==> config.mk <==
export PLATFORM = sky130hd
export DESIGN_NAME = mandelbrot_scan_engine_flat
export DESIGN_NICKNAME = d
export VERILOG_FILES = /design/src/rtl/mandelbrot_scan_engine_if.sv /design/src/rtl/mandelbrot_scan_engine.sv /design/src/flat_wrapper.sv
export SDC_FILE = /design/constraint.sdc
export NUM_CORES = 1
export LEC_CHECK = 0
export ABC_AREA = 1
export CORE_MARGIN = 5
export CORE_UTILIZATION = 60
export CTS_BUF_LIST = sky130_fd_sc_hd__clkbuf_4 sky130_fd_sc_hd__clkbuf_8
export DETAILED_ROUTE_END_ITERATION = 10
export PLACE_DENSITY = 0.84
export SYNTH_ARGS = -nofsm -noshare
export SYNTH_HDL_FRONTEND = slang
export SYNTH_SLANG_ARGS = --single-unit
==> constraint.sdc <==
create_clock -name clk -period 10.09 [get_ports clk]
set_input_delay 2.018 -clock clk [delete_from_list [all_inputs] [get_ports clk]]
set_output_delay 2.018 -clock clk [all_outputs]
set_load 0.02 [all_outputs]
==> src/rtl/mandelbrot_scan_engine_if.sv <==
// Host-side control, serial configuration and pixel stream of the Mandelbrot scan engine.
// The host (pin mux / RP2040 side) uses the master modport; the engine uses the slave modport.
interface mandelbrot_scan_engine_if #(
  parameter int CTRWIDTH = 7,
  parameter int XBITS    = 4,
  parameter int YBITS    = 4
);
  logic                cfg_shift_en;
  logic                cfg_data;
  logic                cfg_commit;
  logic                start;
  logic                abort;
  logic                busy;
  logic                done;
  logic                pix_valid;
  logic                pix_ready;
  logic [XBITS-1:0]    pix_x;
  logic [YBITS-1:0]    pix_y;
  logic [CTRWIDTH-1:0] pix_count;
  logic                pix_escaped;

  modport master (
    output cfg_shift_en, cfg_data, cfg_commit, start, abort, pix_ready,
    input  busy, done, pix_valid, pix_x, pix_y, pix_count, pix_escaped
  );

  modport slave (
    input  cfg_shift_en, cfg_data, cfg_commit, start, abort, pix_ready,
    output busy, done, pix_valid, pix_x, pix_y, pix_count, pix_escaped
  );
endinterface

==> src/rtl/mandelbrot_scan_engine.sv <==
// Raster-scan Mandelbrot engine: one iteration per cycle, results on a valid/ready stream.
// Configuration arrives serially and is latched per frame so a scan never sees it change.
module mandelbrot_scan_engine #(
  parameter int BITWIDTH = 11,
  parameter int CTRWIDTH = 7,
  parameter int XBITS    = 4,
  parameter int YBITS    = 4
) (
  input logic clk,
  input logic reset,
  mandelbrot_scan_engine_if.slave bus
);

  localparam int FRAC    = BITWIDTH - 3;
  localparam int CFG_LEN = CTRWIDTH + 2 + 2 * BITWIDTH;
  localparam int PW      = 2 * BITWIDTH + 2;
  localparam logic signed [PW-1:0] ESC_LIMIT = PW'(4) << (2 * FRAC);

  typedef enum logic [1:0] {IDLE, INIT, ITER, OUT} state_t;

  state_t                     r_state;
  logic [CFG_LEN-1:0]         r_shift;
  logic [CFG_LEN-1:0]         r_active;
  logic [CFG_LEN-1:0]         r_frame;
  logic [XBITS-1:0]           r_x;
  logic [YBITS-1:0]           r_y;
  logic signed [BITWIDTH-1:0] r_zr;
  logic signed [BITWIDTH-1:0] r_zi;
  logic signed [BITWIDTH-1:0] r_cr;
  logic signed [BITWIDTH-1:0] r_ci;
  logic [CTRWIDTH-1:0]        r_ctr;
  logic                       r_ovf;
  logic [CTRWIDTH-1:0]        r_count;
  logic                       r_escaped;
  logic                       r_pixValid;
  logic                       r_busy;
  logic                       r_done;

  logic [CTRWIDTH-1:0]        w_maxCtr;
  logic [1:0]                 w_scaling;
  logic [BITWIDTH-1:0]        w_ciOff;
  logic [BITWIDTH-1:0]        w_crOff;
  logic [BITWIDTH-1:0]        w_xOff;
  logic [BITWIDTH-1:0]        w_yOff;
  logic signed [PW-1:0]       w_zrExt;
  logic signed [PW-1:0]       w_ziExt;
  logic signed [PW-1:0]       w_crExt;
  logic signed [PW-1:0]       w_ciExt;
  logic signed [PW-1:0]       w_zrSq;
  logic signed [PW-1:0]       w_ziSq;
  logic signed [PW-1:0]       w_zrZi;
  logic signed [PW-1:0]       w_mag;
  logic signed [PW-1:0]       w_zrNext;
  logic signed [PW-1:0]       w_ziNext;
  logic                       w_zrOvf;
  logic                       w_ziOvf;
  logic                       w_escape;
  logic                       w_xfer;
  logic                       w_lastPixel;

  // Field layout of a config word: {max_ctr, scaling, ci_off, cr_off}, cr_off in the LSBs.
  assign w_maxCtr  = r_frame[CFG_LEN-1 -: CTRWIDTH];
  assign w_scaling = r_frame[2*BITWIDTH +: 2];
  assign w_ciOff   = r_frame[BITWIDTH +: BITWIDTH];
  assign w_crOff   = r_frame[0 +: BITWIDTH];

  assign w_xOff = BITWIDTH'(r_x) << w_scaling;
  assign w_yOff = BITWIDTH'(r_y) << w_scaling;

  assign w_zrExt = {{(PW-BITWIDTH){r_zr[BITWIDTH-1]}}, r_zr};
  assign w_ziExt = {{(PW-BITWIDTH){r_zi[BITWIDTH-1]}}, r_zi};
  assign w_crExt = {{(PW-BITWIDTH){r_cr[BITWIDTH-1]}}, r_cr};
  assign w_ciExt = {{(PW-BITWIDTH){r_ci[BITWIDTH-1]}}, r_ci};

  // Products are kept at full precision; >>> floors, so truncation goes toward -inf.
  assign w_zrSq   = w_zrExt * w_zrExt;
  assign w_ziSq   = w_ziExt * w_ziExt;
  assign w_zrZi   = w_zrExt * w_ziExt;
  assign w_mag    = w_zrSq + w_ziSq;
  assign w_zrNext = ((w_zrSq - w_ziSq) >>> FRAC) + w_crExt;
  assign w_ziNext = ((w_zrZi <<< 1) >>> FRAC) + w_ciExt;

  // A value fits BITWIDTH bits only if every bit above the new sign bit matches it.
  assign w_zrOvf = !((&w_zrNext[PW-1:BITWIDTH-1]) || !(|w_zrNext[PW-1:BITWIDTH-1]));
  assign w_ziOvf = !((&w_ziNext[PW-1:BITWIDTH-1]) || !(|w_ziNext[PW-1:BITWIDTH-1]));

  assign w_escape    = r_ovf || (w_mag >= ESC_LIMIT);
  assign w_xfer      = r_pixValid && bus.pix_ready;
  assign w_lastPixel = (&r_x) && (&r_y);

  always_ff @(posedge clk) begin
    if (reset) begin
      r_shift <= '0;
    end else if (bus.cfg_shift_en) begin
      r_shift <= {r_shift[CFG_LEN-2:0], bus.cfg_data};
    end
  end

  // Start snapshots the active config before a same-cycle commit replaces it.
  always_ff @(posedge clk) begin
    if (reset) begin
      r_state    <= IDLE;
      r_active   <= '0;
      r_frame    <= '0;
      r_x        <= '0;
      r_y        <= '0;
      r_zr       <= '0;
      r_zi       <= '0;
      r_cr       <= '0;
      r_ci       <= '0;
      r_ctr      <= '0;
      r_ovf      <= 1'b0;
      r_count    <= '0;
      r_escaped  <= 1'b0;
      r_pixValid <= 1'b0;
      r_busy     <= 1'b0;
      r_done     <= 1'b0;
    end else if (bus.abort) begin
      r_state    <= IDLE;
      r_pixValid <= 1'b0;
      r_busy     <= 1'b0;
      r_done     <= 1'b0;
    end else begin
      r_done <= 1'b0;
      case (r_state)
        IDLE: begin
          if (bus.cfg_commit) begin
            r_active <= r_shift;
          end
          if (bus.start) begin
            r_frame <= r_active;
            r_x     <= '0;
            r_y     <= '0;
            r_busy  <= 1'b1;
            r_state <= INIT;
          end
        end
        INIT: begin
          r_zr    <= '0;
          r_zi    <= '0;
          r_ctr   <= '0;
          r_ovf   <= 1'b0;
          r_cr    <= w_crOff + w_xOff;
          r_ci    <= w_ciOff + w_yOff;
          r_state <= ITER;
        end
        ITER: begin
          if (w_escape) begin
            r_count    <= r_ctr;
            r_escaped  <= 1'b1;
            r_pixValid <= 1'b1;
            r_state    <= OUT;
          end else if (r_ctr == w_maxCtr) begin
            r_count    <= r_ctr;
            r_escaped  <= 1'b0;
            r_pixValid <= 1'b1;
            r_state    <= OUT;
          end else begin
            r_zr  <= w_zrNext[BITWIDTH-1:0];
            r_zi  <= w_ziNext[BITWIDTH-1:0];
            r_ovf <= w_zrOvf || w_ziOvf;
            r_ctr <= r_ctr + 1'b1;
          end
        end
        OUT: begin
          if (w_xfer) begin
            r_pixValid <= 1'b0;
            if (w_lastPixel) begin
              r_busy  <= 1'b0;
              r_done  <= 1'b1;
              r_state <= IDLE;
            end else begin
              if (&r_x) begin
                r_x <= '0;
                r_y <= r_y + 1'b1;
              end else begin
                r_x <= r_x + 1'b1;
              end
              r_state <= INIT;
            end
          end
        end
        default: r_state <= IDLE;
      endcase
    end
  end

  assign bus.busy        = r_busy;
  assign bus.done        = r_done;
  assign bus.pix_valid   = r_pixValid;
  assign bus.pix_x       = r_x;
  assign bus.pix_y       = r_y;
  assign bus.pix_count   = r_count;
  assign bus.pix_escaped = r_escaped;

endmodule
==> src/flat_wrapper.sv <==
// flat-port wrapper written by rule: the top's interface ports become plain ports
module mandelbrot_scan_engine_flat 
#(
  parameter int BITWIDTH = 11,
  parameter int CTRWIDTH = 7,
  parameter int XBITS    = 4,
  parameter int YBITS    = 4
)
  (clk, reset, bus_cfg_shift_en, bus_cfg_data, bus_cfg_commit, bus_start, bus_abort, bus_pix_ready, bus_busy, bus_done, bus_pix_valid, bus_pix_x, bus_pix_y, bus_pix_count, bus_pix_escaped);
  mandelbrot_scan_engine_if #(.CTRWIDTH(CTRWIDTH), .XBITS(XBITS), .YBITS(YBITS)) bus_i ();
  input logic clk;
  input logic reset;
  input wire logic [$bits(bus_i.cfg_shift_en)-1:0] bus_cfg_shift_en;
  input wire logic [$bits(bus_i.cfg_data)-1:0] bus_cfg_data;
  input wire logic [$bits(bus_i.cfg_commit)-1:0] bus_cfg_commit;
  input wire logic [$bits(bus_i.start)-1:0] bus_start;
  input wire logic [$bits(bus_i.abort)-1:0] bus_abort;
  input wire logic [$bits(bus_i.pix_ready)-1:0] bus_pix_ready;
  output wire logic [$bits(bus_i.busy)-1:0] bus_busy;
  output wire logic [$bits(bus_i.done)-1:0] bus_done;
  output wire logic [$bits(bus_i.pix_valid)-1:0] bus_pix_valid;
  output wire logic [$bits(bus_i.pix_x)-1:0] bus_pix_x;
  output wire logic [$bits(bus_i.pix_y)-1:0] bus_pix_y;
  output wire logic [$bits(bus_i.pix_count)-1:0] bus_pix_count;
  output wire logic [$bits(bus_i.pix_escaped)-1:0] bus_pix_escaped;
  assign bus_i.cfg_shift_en = bus_cfg_shift_en;
  assign bus_i.cfg_data = bus_cfg_data;
  assign bus_i.cfg_commit = bus_cfg_commit;
  assign bus_i.start = bus_start;
  assign bus_i.abort = bus_abort;
  assign bus_i.pix_ready = bus_pix_ready;
  assign bus_busy = bus_i.busy;
  assign bus_done = bus_i.done;
  assign bus_pix_valid = bus_i.pix_valid;
  assign bus_pix_x = bus_i.pix_x;
  assign bus_pix_y = bus_i.pix_y;
  assign bus_pix_count = bus_i.pix_count;
  assign bus_pix_escaped = bus_i.pix_escaped;
  mandelbrot_scan_engine #(.BITWIDTH(BITWIDTH), .CTRWIDTH(CTRWIDTH), .XBITS(XBITS), .YBITS(YBITS)) u_core (.clk(clk), .reset(reset), .bus(bus_i));
endmodule
run_1/ff_map.png
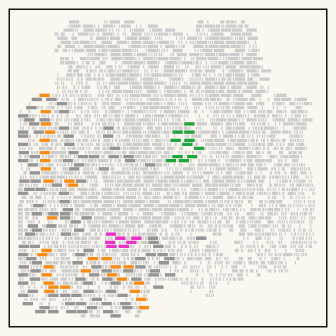
Key: u_core.r_zr = green [placed flops 11, where centre]; u_core.r_frame = orange [placed flops 31]; u_core.r_ctr = magenta [placed flops 7]
Another 117 sequential cells are not coloured.
reported sequential group power: 0.723 mW
Register Area: 3320 sq um
end-of-flow core utilization: 0.635
register fraction of the total cell area: 0.132

run_1/congestion_map.png
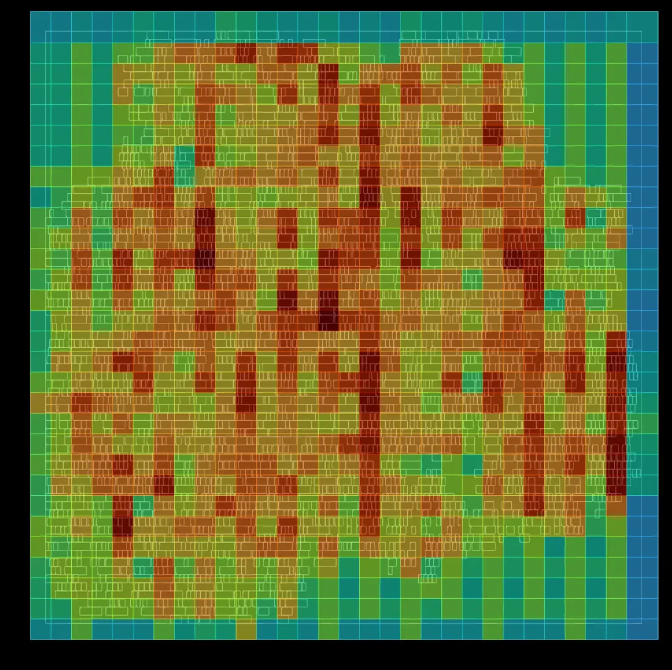
grt met2 use: 0.428
met1 global-route usage: 0.355
drt wl/cell: 14.9 microns
met3 demand-to-capacity share in global routing: 0.0341
total track usage: 0.259

==> PnR_summary.wiki, run 1 <==
=== Synthesis and place and route ===
{| class="wikitable"
! Metric !! Value
|-
| Most area-hungry cell type in the Yosys netlist || sky130_fd_sc_hd__fa_1
|-
| Worst R2R Path Depth || 44
|-
| Number of max-slew violations in the final report || 0
|-
| Delay of the slowest cell on the worst path || 0.71 ns
|-
| Buffer count from post-CTS setup fixing || 0
|-
| Number of top-level pins || 27
|-
| CTS-repair resized insts || 0
|-
| Nets@finish || 3805
|-
| Initial drt markers || 1640
|-
| Top cell types by occurrence after synthesis || sky130_fd_sc_hd__inv_1, sky130_fd_sc_hd__nand2_1, sky130_fd_sc_hd__fa_1
|-
| Terminus of the critical flop-to-flop path || u_core.r_ovf
|-
| Clock-pin slew on the worst setup and hold paths || 0.10 ns
|-
| Number of core rows || 73
|-
| Via count of the first global-routing pass || 20010
|-
| Required time at the worst-slack endpoint || 10.43 ns
|-
| Async set-or-reset flop fraction in the synthesized netlist || 0
|-
| Gpl congestion || 0.979
|-
| Cell seen most often among critical-path stages || sky130_fd_sc_hd__inv_1
|-
| Critical path start-end classification || flip-flop to flip-flop
|-
| Area used by multi-input combinational logic || 17300 sq um
|-
| YS warnings || 0
|-
| Routed vias/inst || 5.32
|-
| TritonCTS clock tree || built
|-
| Worst slew pin tran || 1.05 ns
|-
| IO Port Bufs || 26
|-
| Largest vdd supply drop || 0.131 mV
|-
| Leading registers by flop count || u_core.r_active (31), u_core.r_frame (31), u_core.r_shift (31)
|-
| Most instantiated flip-flop cell in the synthesis netlist || sky130_fd_sc_hd__dfxtp_1
|-
| Die width || 211 microns
|-
| Top cells by area || sky130_fd_sc_hd__fa_1, sky130_fd_sc_hd__dfxtp_1, sky130_fd_sc_hd__inv_1
|-
| Number of design rule violations left after detail routing || 0
|-
| Hold crit path type || flip-flop to flip-flop
|-
| Number of iterations in the first detailed-routing pass || 6
|-
| Clk latency late pin || 0.47 ns
|-
| Static leakage || 13.6 nW
|-
| Cell chosen for the clock root || sky130_fd_sc_hd__clkbuf_8
|-
| Peak fanout along the critical path || 15
|-
| Flop2flop setup slack || 1.08 ns
|-
| Cell count listed in synth_stat.txt || 3289
|-
| Deepest level of the CTS H-tree || 4
|-
| TritonCTS Buffers || 17
|-
| Number of flops mapped to enable cells by yosys || 0
|-
| RSZ-0062 raised after global routing || no
|-
| Count of state elements after synthesis || 166
|-
| Maximum number of pins on one net before global-route repair || 72
|-
| YS chip area || 24100 sq um
|-
| Mean instance size in the synthesized netlist || 7.34 sq um
|-
| Post-Route WL || 56500 microns
|-
| Result of the run || complete, no violations
|-
| Total Die Area || 44400 sq um
|-
| Number of clock sinks || 166
|-
| Number of antenna violations at the first check in global routing || 0
|-
| End point of the critical path || u_core.r_ovf
|-
| Global-route congestion overflow total || 0
|-
| Post-Synthesis Cells || 3289
|-
| Fmax || 0.111 GHz
|-
| Mapped Nets || 3846
|-
| Tool warnings || 51
|-
| Hold path startpoint || u_core.r_active[16]
|-
| Combined area of all synthesized cells || 24100 sq um
|-
| Reg-to-Reg Start || u_core.r_zr[6]
|-
| Accumulated negative setup slack || 0 ns
|-
| Number of hold buffers added after CTS || 0
|-
| Critical-path top delay cell || sky130_fd_sc_hd__dfxtp_1
|-
| Number of max-capacitance violations reported || 0
|-
| Total power || 1.89 mW
|-
| Area leader share || 0.265
|-
| Buffers from clock root to sink, at most || 2
|-
| Die Y-Extent || 211 microns
|-
| Time the worst path needs with I/O delays and setup || 9.01 ns
|-
| Layout filler cell count || 3395
|-
| CP Launch Point || u_core.r_zr[6]
|-
| Antenna Diode Count || 0
|-
| Clock Skew || 0.0161 ns
|-
| Critical path capture point type || flip-flop
|-
| Areal power density over the cells || 74.8 nW/um^2
|-
| Share of layout cells above drive strength 1 || 0.0316
|-
| Data arrival time of the critical path || 9.35 ns
|-
| Global-route wire length before repair || 96100 microns
|-
| Worst setup SP type || flip-flop
|-
| Setup-violating endpoint count in the final report || 0
|-
| Post-layout period usage of the worst path || 0.893
|-
| Count of cell types in the netlist || 55
|-
| Yosys top cell by instances || sky130_fd_sc_hd__inv_1
|-
| Fp util || 0.608
|-
| Total vias in the final route || 20139
|-
| Relative max-transition margin || 0.301
|-
| Post-route antenna net violation count || 0
|-
| HPWL after detailed placement || 46400 microns
|-
| Core area || 39700 sq um
|-
| Area growth, synth to finish || 4.43%
|-
| Final Hold Violating Endpoints || 0
|-
| Seq share, synth || 0.138
|}
run_1/class_map.png
Scale bar: 50 microns.
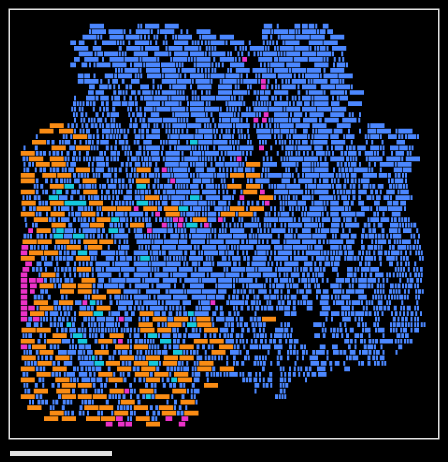
Key: remaining logic cells = blue [cells 3008]; remaining buffers and delay cells = magenta [cells 55]; clock drivers and dummy loads = cyan [cells 32]; registers = orange [cells 166]

## run 1: layout by cell type (no fill, tap or decap), types with 11 or more instances in the layout
master                            instances
sky130_fd_sc_hd__inv_1                  796
sky130_fd_sc_hd__nand2_1                586
sky130_fd_sc_hd__fa_1                   320
sky130_fd_sc_hd__a21oi_1                245
sky130_fd_sc_hd__nor2_1                 233
sky130_fd_sc_hd__ha_1                   229
sky130_fd_sc_hd__o21ai_0                200
sky130_fd_sc_hd__dfxtp_1                166
sky130_fd_sc_hd__nand3_1                103
sky130_fd_sc_hd__xor2_1                  88
sky130_fd_sc_hd__nand4_1                 35
sky130_fd_sc_hd__xnor2_1                 34
sky130_fd_sc_hd__buf_4                   29
sky130_fd_sc_hd__clkdlybuf4s50_1         26
sky130_fd_sc_hd__nor3_1                  19
sky130_fd_sc_hd__clkbuf_8                17
sky130_fd_sc_hd__a31oi_1                 15
sky130_fd_sc_hd__or2_2                   12
sky130_fd_sc_hd__o21bai_1                11
## run 1: area by class of cell
cell class | count | area share
Clock buffer | 17 | 0.00928
Timing Repair Buffer | 55 | 0.0190
Sequential cell | 166 | 0.132
Clock inverter | 15 | 0.00730
Inverter | 803 | 0.120
Multi-Input combinational cell | 2205 | 0.687
Tap cell | 525 | 0.0261
## run 1: critical path, delay by kind of cell, from the launching register on
kind	cells	cell delay [ns]
buffers and inverters	7	0.41
AOI/OAI and AO/OA	10	1.75
DFF	1	0.71
xor gates and xnor gates	2	0.43
adders and majority gates	8	3.60
and+or+nand+nor	17	1.99
## run 1: how the worst min path moves through the flow
stage	endpoint	slack, ns	depth (start not counted)
after floorplan	u_core.r_active[0]	0.42	2
after global placement	u_core.r_active[17]	0.43	2
after detailed placement	u_core.r_active[16]	0.43	2
after CTS	u_core.r_active[16]	0.45	2
after global routing	u_core.r_active[13]	0.46	2
final	u_core.r_active[16]	0.45	2
## run 1: through the flow
step / util / setup slack [ns] / cells / cell area [sq um] / hold slack, ns
floorplan: - / 2.02 / 3289 / 24100 / 0.420
global placement: 0.624 / 1.34 / 3754 / 24800 / 0.429
detailed placement: 0.624 / 1.17 / 3754 / 24800 / 0.433
CTS: 0.635 / 1.12 / 3786 / 25200 / 0.448
global route: 0.635 / 0.277 / 3786 / 25200 / 0.461
finish: 0.635 / 1.08 / 3786 / 25200 / 0.445
## run 1: cells by family after synthesis
| kind of cell | count (synthesis) | share of synthesized area |
|---|---|---|
| xor gates and xnor gates | 122 | 0.0443 |
| AOI/OAI and AO/OA | 517 | 0.115 |
| and+or+nand+nor | 1015 | 0.173 |
| DFF | 166 | 0.138 |
| buffers and inverters | 918 | 0.145 |
| muxes | 2 | 0.000829 |
| adders and majority gates | 549 | 0.384 |
## run 1: per-layer routing
metal,up-vias,wire length [microns],global-route usage
met2,647,26300,0.428
met1,9433,24400,0.355
li1,9934,-,-
met4,0,1910,0.0876
met5,-,0,0
met3,125,3850,0.0341
## run 1: power by group
| group | switching (mW) | total, mW | internal (mW) |
|---|---|---|---|
| Combinational | 0.441 | 0.664 | 0.223 |
| Clock | 0.289 | 0.498 | 0.210 |
| Sequential | 0.0331 | 0.723 | 0.690 |
| Total | 0.762 | 1.89 | 1.12 |
run_1/clock_wires.png
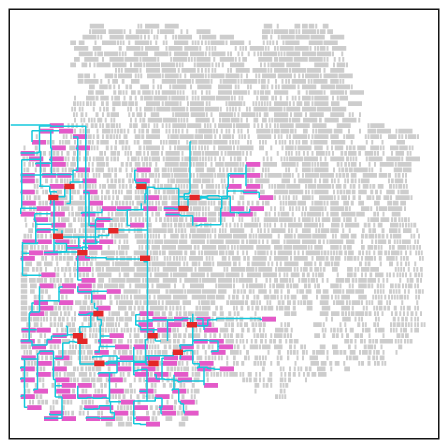

==> run 2, diff against run 1 <==
--- a/config.mk
+++ b/config.mk
@@ -7,10 +7,9 @@
 export LEC_CHECK = 0
 export ABC_AREA = 1
 export CORE_MARGIN = 5
-export CORE_UTILIZATION = 60
-export CTS_BUF_LIST = sky130_fd_sc_hd__clkbuf_4 sky130_fd_sc_hd__clkbuf_8
+export CORE_UTILIZATION = 55
 export DETAILED_ROUTE_END_ITERATION = 10
-export PLACE_DENSITY = 0.84
+export PLACE_DENSITY = 0.78
 export SYNTH_ARGS = -nofsm -noshare
 export SYNTH_HDL_FRONTEND = slang
 export SYNTH_SLANG_ARGS = --single-unit
run_2/clock_wires.png
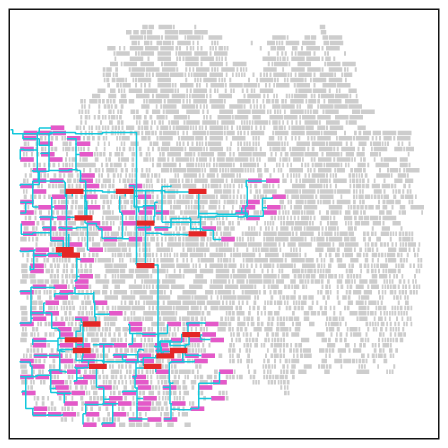
Key: clock-net drivers = red [count 17]; flip-flops = magenta [count 166]; clock wires = cyan [length 2070 microns]
There are 18 routed clock nets.
Clk network pwr share: 0.330
power of the clock network: 0.681 mW
Clock Skew: 0.0120 ns
clk latency late pin: 0.43 ns

run_2/congestion_map.png
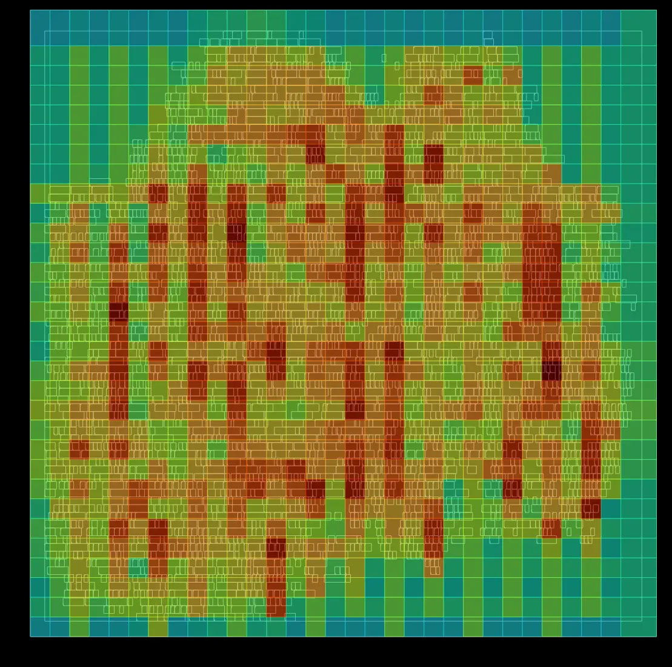
total track usage: 0.238
met3 demand-to-capacity share in global routing: 0.0291
busiest layer in global routing: met2
met1 global-route usage: 0.340

==> run 2 against run 1 <==
  * Synthesized area is the same
  * Combinational power shrank 1%
  * Synthesized cell count is the same
  * Register-to-register slack lost 0.08 ns
  * First-iteration DRC count shrank 11%
  * Cell area grew 1.2%
  * Worst setup slack lost 0.082 ns
  * Total power grew 9.3%
  * Critical path depth grew 1
  * Critical path type unchanged
  * Largest cell class unchanged
==> PnR_summary.wiki, run 2 <==
=== Synthesis and place and route ===
{| class="wikitable"
! Metric !! Value
|-
| Most instantiated flip-flop cell in the synthesis netlist || sky130_fd_sc_hd__dfxtp_1
|-
| Flop2flop setup slack || 1.0 ns
|-
| Areal power density over the cells || 80.8 nW/um^2
|-
| YS warnings || 0
|-
| Area leader share || 0.265
|-
| Post-layout period usage of the worst path || 0.901
|-
| Number of core rows || 76
|-
| IO Port Bufs || 26
|-
| Buffers from clock root to sink, at most || 2
|-
| Setup-violating endpoint count in the final report || 0
|-
| Deepest level of the CTS H-tree || 4
|-
| Critical path start-end classification || flip-flop to flip-flop
|-
| RSZ-0062 raised after global routing || no
|-
| Number of max-capacitance violations reported || 0
|-
| Total vias in the final route || 20018
|-
| Maximum number of pins on one net before global-route repair || 110
|-
| Buffer count from post-CTS setup fixing || 0
|-
| Number of clock sinks || 166
|-
| TritonCTS Buffers || 17
|-
| Combined area of all synthesized cells || 24100 sq um
|-
| Count of cell types in the netlist || 55
|-
| Top cells by area || sky130_fd_sc_hd__fa_1, sky130_fd_sc_hd__dfxtp_1, sky130_fd_sc_hd__inv_1
|-
| Number of iterations in the first detailed-routing pass || 5
|-
| Layout filler cell count || 3965
|-
| Largest vdd supply drop || 0.142 mV
|-
| Hold crit path type || flip-flop to flip-flop
|-
| Top library cells by usage in the layout, fill and taps aside || sky130_fd_sc_hd__inv_1, sky130_fd_sc_hd__nand2_1, sky130_fd_sc_hd__fa_1
|-
| Critical path capture point type || flip-flop
|-
| Cell count listed in synth_stat.txt || 3289
|-
| Count of state elements after synthesis || 166
|-
| Antenna Diode Count || 0
|-
| Number of antenna violations at the first check in global routing || 0
|-
| Core area || 43300 sq um
|-
| Worst setup SP type || flip-flop
|-
| Data arrival time of the critical path || 9.46 ns
|-
| Number of design rule violations left after detail routing || 0
|-
| Seq share, synth || 0.138
|-
| Result of the run || complete, no violations
|-
| Required time at the worst-slack endpoint || 10.46 ns
|-
| Number of top-level pins || 27
|-
| HPWL after detailed placement || 45500 microns
|-
| Most area-hungry cell type in the Yosys netlist || sky130_fd_sc_hd__fa_1
|-
| Accumulated negative setup slack || 0 ns
|-
| Post-Synthesis Cells || 3289
|-
| Peak fanout along the critical path || 16
|-
| Mean instance size in the synthesized netlist || 7.34 sq um
|-
| Die Y-Extent || 220 microns
|-
| TritonCTS clock tree || built
|-
| Tool warnings || 53
|-
| CTS-repair resized insts || 0
|-
| Routed vias/inst || 5.20
|-
| Cell chosen for the clock root || sky130_fd_sc_hd__clkbuf_16
|-
| Post-Route WL || 55500 microns
|-
| Dominant logic cell type in the layout || sky130_fd_sc_hd__inv_1
|-
| Total Die Area || 48200 sq um
|-
| Worst slew pin tran || 1.02 ns
|-
| Initial drt markers || 1454
|-
| Share of layout cells above drive strength 1 || 0.0322
|-
| Number of flops mapped to enable cells by yosys || 0
|-
| Leading registers by flop count || u_core.r_active (31), u_core.r_frame (31), u_core.r_shift (31)
|-
| Gpl congestion || 0.976
|-
| Relative max-transition margin || 0.321
|-
| Global-route wire length before repair || 95200 microns
|-
| Number of max-slew violations in the final report || 0
|-
| Final Hold Violating Endpoints || 0
|-
| Yosys top cell by instances || sky130_fd_sc_hd__inv_1
|-
| Fmax || 0.110 GHz
|-
| Critical-path top delay cell || sky130_fd_sc_hd__dfxtp_1
|-
| Global-route congestion overflow total || 0
|-
| Nets@finish || 3807
|-
| Fp util || 0.558
|-
| End-of-flow core utilization || 0.590
|-
| Delay of the slowest cell on the worst path || 0.72 ns
|-
| YS chip area || 24100 sq um
|-
| Die width || 220 microns
|-
| Post-route antenna net violation count || 0
|-
| Via count of the first global-routing pass || 19620
|-
| Async set-or-reset flop fraction in the synthesized netlist || 0
|-
| Static leakage || 13.7 nW
|-
| Area growth, synth to finish || 5.66%
|-
| Number of hold buffers added after CTS || 0
|-
| Top cell types by occurrence after synthesis || sky130_fd_sc_hd__inv_1, sky130_fd_sc_hd__nand2_1, sky130_fd_sc_hd__fa_1
|-
| Time the worst path needs with I/O delays and setup || 9.09 ns
|-
| Mapped Nets || 3846
|-
| Total power || 2.06 mW
|-
| Clock-pin slew on the worst setup and hold paths || 0.08 ns
|-
| Drt wl/cell || 14.4 microns
|}
## run 2: cell counts after synthesis
No cell type changed its count.
## run 2: worst paths after layout
check | cells past startpoint | end | start
hold reg to reg | 2 | u_core.r_active[3] | u_core.r_active[3]
setup reg to reg | 45 | u_core.r_ovf | u_core.r_zr[3]
hold / removal | 2 | u_core.r_active[3] | u_core.r_active[3]
setup / recovery | 45 | u_core.r_ovf | u_core.r_zr[3]
## run 2: routing by layer
layer | routed length, microns | track usage
met1 | 25700 | 0.340
met2 | 25400 | 0.384
met3 | 2990 | 0.0291
met4 | 1400 | 0.0676
met5 | 0 | 0
## run 2: area by class of cell
type | instances | area [sq um] | share of cell area
multi-input combinational | 2205 | 17300 | 0.679
sequential | 166 | 3320 | 0.130
inverter | 803 | 3010 | 0.118
tap | 585 | 732 | 0.0287
timing repair buffer | 57 | 493 | 0.0193
clock buffer | 17 | 425 | 0.0167
clock inverter | 15 | 201 | 0.00790
## run 2: cells by family (layout without fill, tap and decap cells)
logic type	after synthesis	in the layout	synth area share
DFF	166	166	0.138
muxes	2	2	0.000829
AOI/OAI and AO/OA	517	517	0.115
xor gates and xnor gates	122	122	0.0443
and+or+nand+nor	1015	1015	0.173
buffers and inverters	918	892	0.145
adders and majority gates	549	549	0.384
## run 2: power breakdown
part           internal [mW]  total (mW)  switching, mW  leakage, nW
sequential             0.690       0.725         0.0346         1.36
clock                  0.361       0.681          0.320        0.295
combinational          0.222       0.655          0.433         12.1
total                   1.27        2.06          0.788         13.7
## run 2: critical path: cells and delay by family, from the launching register on
| kind | cells | cell delay [ns] |
|---|---|---|
| buf+inv | 7 | 0.41 |
| xor+xnor | 2 | 0.47 |
| compound gates | 10 | 1.79 |
| flops | 1 | 0.72 |
| fa+ha+maj | 8 | 3.59 |
| simple gates | 18 | 2.02 |
## run 2: stage by stage
stage	hold WS [ns]	cell area (sq um)	std cells	setup WS (ns)
global placement	0.429	24900	3816	1.45
finish	0.442	25500	3848	0.996
detailed placement	0.434	24900	3816	1.13
floorplan	0.420	24100	3289	2.02
CTS	0.444	25500	3848	1.10
global route	0.460	25500	3848	0.343
run_2/class_map.png
Scale bar: 50 microns.
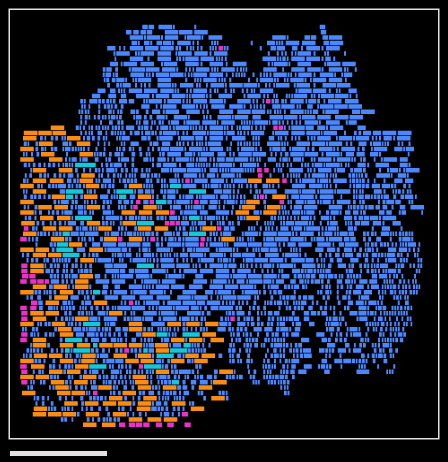

==> run 3, diff against run 2 <==
--- a/config.mk
+++ b/config.mk
@@ -6,7 +6,7 @@
 export NUM_CORES = 1
 export LEC_CHECK = 0
 export ABC_AREA = 1
-export CORE_MARGIN = 5
+export CORE_MARGIN = 4
 export CORE_UTILIZATION = 55
 export DETAILED_ROUTE_END_ITERATION = 10
 export PLACE_DENSITY = 0.78
run_3/class_map.png
Scale bar: 50 microns.
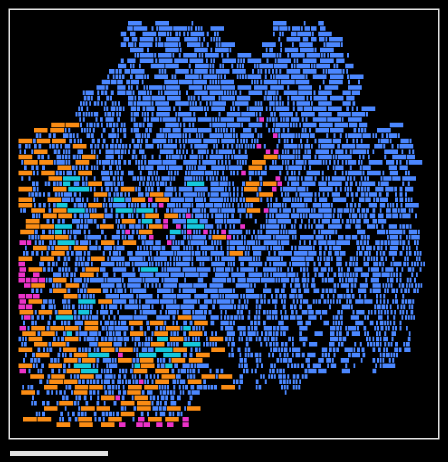
Key: remaining logic cells = blue [cells 3008]; registers = orange [cells 166]; remaining buffers and delay cells = magenta [cells 55]; clock drivers and dummy loads = cyan [cells 32]

==> run 3 against run 2 <==
  * Cell area is essentially flat
  * Synthesized cell count is the same
  * Via count is essentially flat
  * Synthesized area unchanged
  * Wire length is 2.2% higher
  * Largest cell class unchanged
  * Core utilization barely moved
==> PnR_summary.wiki, run 3 <==
=== Synthesis and place and route ===
{| class="wikitable"
! Metric !! Value
|-
| Drt wl/cell || 14.8 microns
|-
| Mapped Nets || 3846
|-
| Clock Skew || 0.0133 ns
|-
| Count of cell types in the netlist || 55
|-
| Share of layout cells above drive strength 1 || 0.0316
|-
| Async set-or-reset flop fraction in the synthesized netlist || 0
|-
| CP Launch Point || u_core.r_zr[4]
|-
| RSZ-0062 raised after global routing || no
|-
| Number of max-capacitance violations reported || 0
|-
| Final Hold Violating Endpoints || 0
|-
| Clock-pin slew on the worst setup and hold paths || 0.08 ns
|-
| End point of the critical path || u_core.r_ovf
|-
| Result of the run || complete, no violations
|-
| Antenna Diode Count || 0
|-
| Fp util || 0.558
|-
| Global-route congestion overflow total || 0
|-
| Clk latency late pin || 0.44 ns
|-
| Count of state elements after synthesis || 166
|-
| Cell seen most often among critical-path stages || sky130_fd_sc_hd__inv_1
|-
| Gpl congestion || 0.953
|-
| Number of design rule violations left after detail routing || 0
|-
| Terminus of the critical flop-to-flop path || u_core.r_ovf
|-
| Reg-to-Reg Start || u_core.r_zr[4]
|-
| Combined area of all synthesized cells || 24100 sq um
|-
| Number of max-slew violations in the final report || 0
|-
| Buffers from clock root to sink, at most || 2
|-
| Mean instance size in the synthesized netlist || 7.34 sq um
|-
| Tool warnings || 53
|-
| Top library cells by usage in the layout, fill and taps aside || sky130_fd_sc_hd__inv_1, sky130_fd_sc_hd__nand2_1, sky130_fd_sc_hd__fa_1
|-
| Worst setup SP type || flip-flop
|-
| IO Port Bufs || 26
|-
| Peak fanout along the critical path || 12
|-
| Pre-CTS WS || 1.04 ns
|-
| Cell count listed in synth_stat.txt || 3289
|-
| Cell chosen for the clock root || sky130_fd_sc_hd__clkbuf_16
|-
| Nets@finish || 3805
|-
| Total vias in the final route || 20034
|-
| Number of hold buffers added after CTS || 0
|-
| Most instantiated flip-flop cell in the synthesis netlist || sky130_fd_sc_hd__dfxtp_1
|-
| Top cell types by occurrence after synthesis || sky130_fd_sc_hd__inv_1, sky130_fd_sc_hd__nand2_1, sky130_fd_sc_hd__fa_1
|-
| Dominant logic cell type in the layout || sky130_fd_sc_hd__inv_1
|-
| Most area-hungry cell type in the Yosys netlist || sky130_fd_sc_hd__fa_1
|-
| Worst slew pin tran || 1.00 ns
|-
| Accumulated negative setup slack || 0 ns
|-
| Time the worst path needs with I/O delays and setup || 9.10 ns
|-
| Yosys top cell by instances || sky130_fd_sc_hd__inv_1
|-
| Leading registers by flop count || u_core.r_active (31), u_core.r_frame (31), u_core.r_shift (31)
|-
| TritonCTS clock tree || built
|-
| Total track usage || 0.248
|-
| Area growth, synth to finish || 5.75%
|-
| CTS-repair resized insts || 0
|-
| Post-Route WL || 56700 microns
|-
| Final hold slack || 0.443 ns
|-
| Number of flops mapped to enable cells by yosys || 0
|-
| Required time at the worst-slack endpoint || 10.39 ns
|-
| YS warnings || 0
|-
| Flop2flop setup slack || 0.99 ns
|-
| Post-route antenna net violation count || 0
|-
| YS chip area || 24100 sq um
|-
| Worst R2R Path Depth || 45
|-
| Area leader share || 0.265
|-
| Setup-violating endpoint count in the final report || 0
|-
| Seq share, synth || 0.138
|-
| Post-Synthesis Cells || 3289
|-
| Buffer count from post-CTS setup fixing || 0
|-
| Fmax || 0.110 GHz
|-
| Static leakage || 13.8 nW
|-
| Via count of the first global-routing pass || 20175
|-
| Data arrival time of the critical path || 9.40 ns
|-
| Critical path start-end classification || flip-flop to flip-flop
|-
| Critical-path top delay cell || sky130_fd_sc_hd__dfxtp_1
|-
| Fin worst setup slack || 0.990 ns
|-
| HPWL after detailed placement || 46500 microns
|-
| Top cells by area || sky130_fd_sc_hd__fa_1, sky130_fd_sc_hd__dfxtp_1, sky130_fd_sc_hd__inv_1
|-
| Number of clock sinks || 166
|-
| Number of iterations in the first detailed-routing pass || 5
|-
| Deepest level of the CTS H-tree || 4
|-
| Hold path startpoint || u_core.r_active[21]
|}
run_3/floorplan.png
Pins as bars on the die edge. Tap cells in grey.
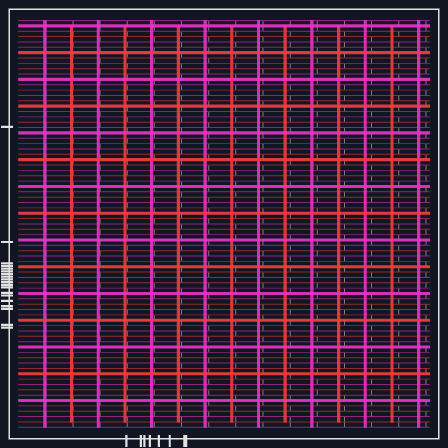
Key: VSS = magenta; VDD = red
585 tap cells. 15 straps on met5.
largest vdd supply drop: 0.115 mV
die width: 218 microns
Die Y-Extent: 218 microns
core area: 43300 sq um

[run 3: cell types whose count changed in the layout (fill, tap and decap cells not counted)]
cell,previous run,this run
sky130_fd_sc_hd__clkinv_8,4,7
sky130_fd_sc_hd__clkinv_4,0,2
sky130_fd_sc_hd__bufinv_16,1,2
sky130_fd_sc_hd__inv_8,6,4
sky130_fd_sc_hd__buf_4,31,29
sky130_fd_sc_hd__inv_12,1,0
sky130_fd_sc_hd__clkinvlp_4,3,0
[run 3: logic make-up after synthesis]
kind of cell | Yosys count | share of synthesized area
DFF | 166 | 0.138
AOI/OAI and AO/OA | 517 | 0.115
muxes | 2 | 0.000829
adders and majority gates | 549 | 0.384
xor gates and xnor gates | 122 | 0.0443
and+or+nand+nor | 1015 | 0.173
buffers and inverters | 918 | 0.145
[run 3: critical path: cells and delay by family (launching register included)]
family	cells	cell delay (ns)
buffers and inverters	8	0.67
XOR/XNOR	2	0.46
AND/OR/NAND/NOR	17	1.93
adder cells (fa/ha/maj)	8	3.62
flip-flops	1	0.56
AND-OR/OR-AND	10	1.70
[run 3: cell type report]
cell class,count,area [sq um]
clock buffers,17,425
clock inverters,15,236
fillers,3942,17700
inverters,803,3010
multi-input cells,2205,17300
flip-flops and latches,166,3320
well taps,585,732
repair buffers,55,478
[run 3: power breakdown]
| group | switching [mW] | internal [mW] |
|---|---|---|
| Clock | 0.322 | 0.387 |
| Sequential | 0.0349 | 0.690 |
| Combinational | 0.431 | 0.222 |
| Total | 0.789 | 1.30 |
[run 3: metal layers]
layer | global-route usage | vias up | part of all wire
met5 | 0 | - | 0
met4 | 0.0717 | 0 | 0.028
met3 | 0.0244 | 100 | 0.054
met2 | 0.418 | 571 | 0.47
met1 | 0.343 | 9417 | 0.45
li1 | - | 9946 | -
[run 3: worst min-delay path by stage]
stage                                     end  slack, ns  cells after the start
after floorplan            u_core.r_active[0]       0.42                      2
after global placement    u_core.r_active[12]       0.43                      2
after detailed placement   u_core.r_active[4]       0.43                      2
after CTS                 u_core.r_active[22]       0.45                      2
after global routing      u_core.r_active[25]       0.47                      2
final                     u_core.r_active[21]       0.44                      2
[run 3: per-stage QoR]
step,power [mW],instance area [sq um],utilization,std cells
after floorplan,1.22,24100,-,3289
final,2.09,25500,0.590,3846
after global routing,2.21,25500,0.590,3846
after detailed placement,1.38,24900,0.575,3814
after global placement,1.37,24900,0.575,3814
after CTS,2.09,25500,0.590,3846
No activity file was given, so power comes from the tool's default toggle rates.
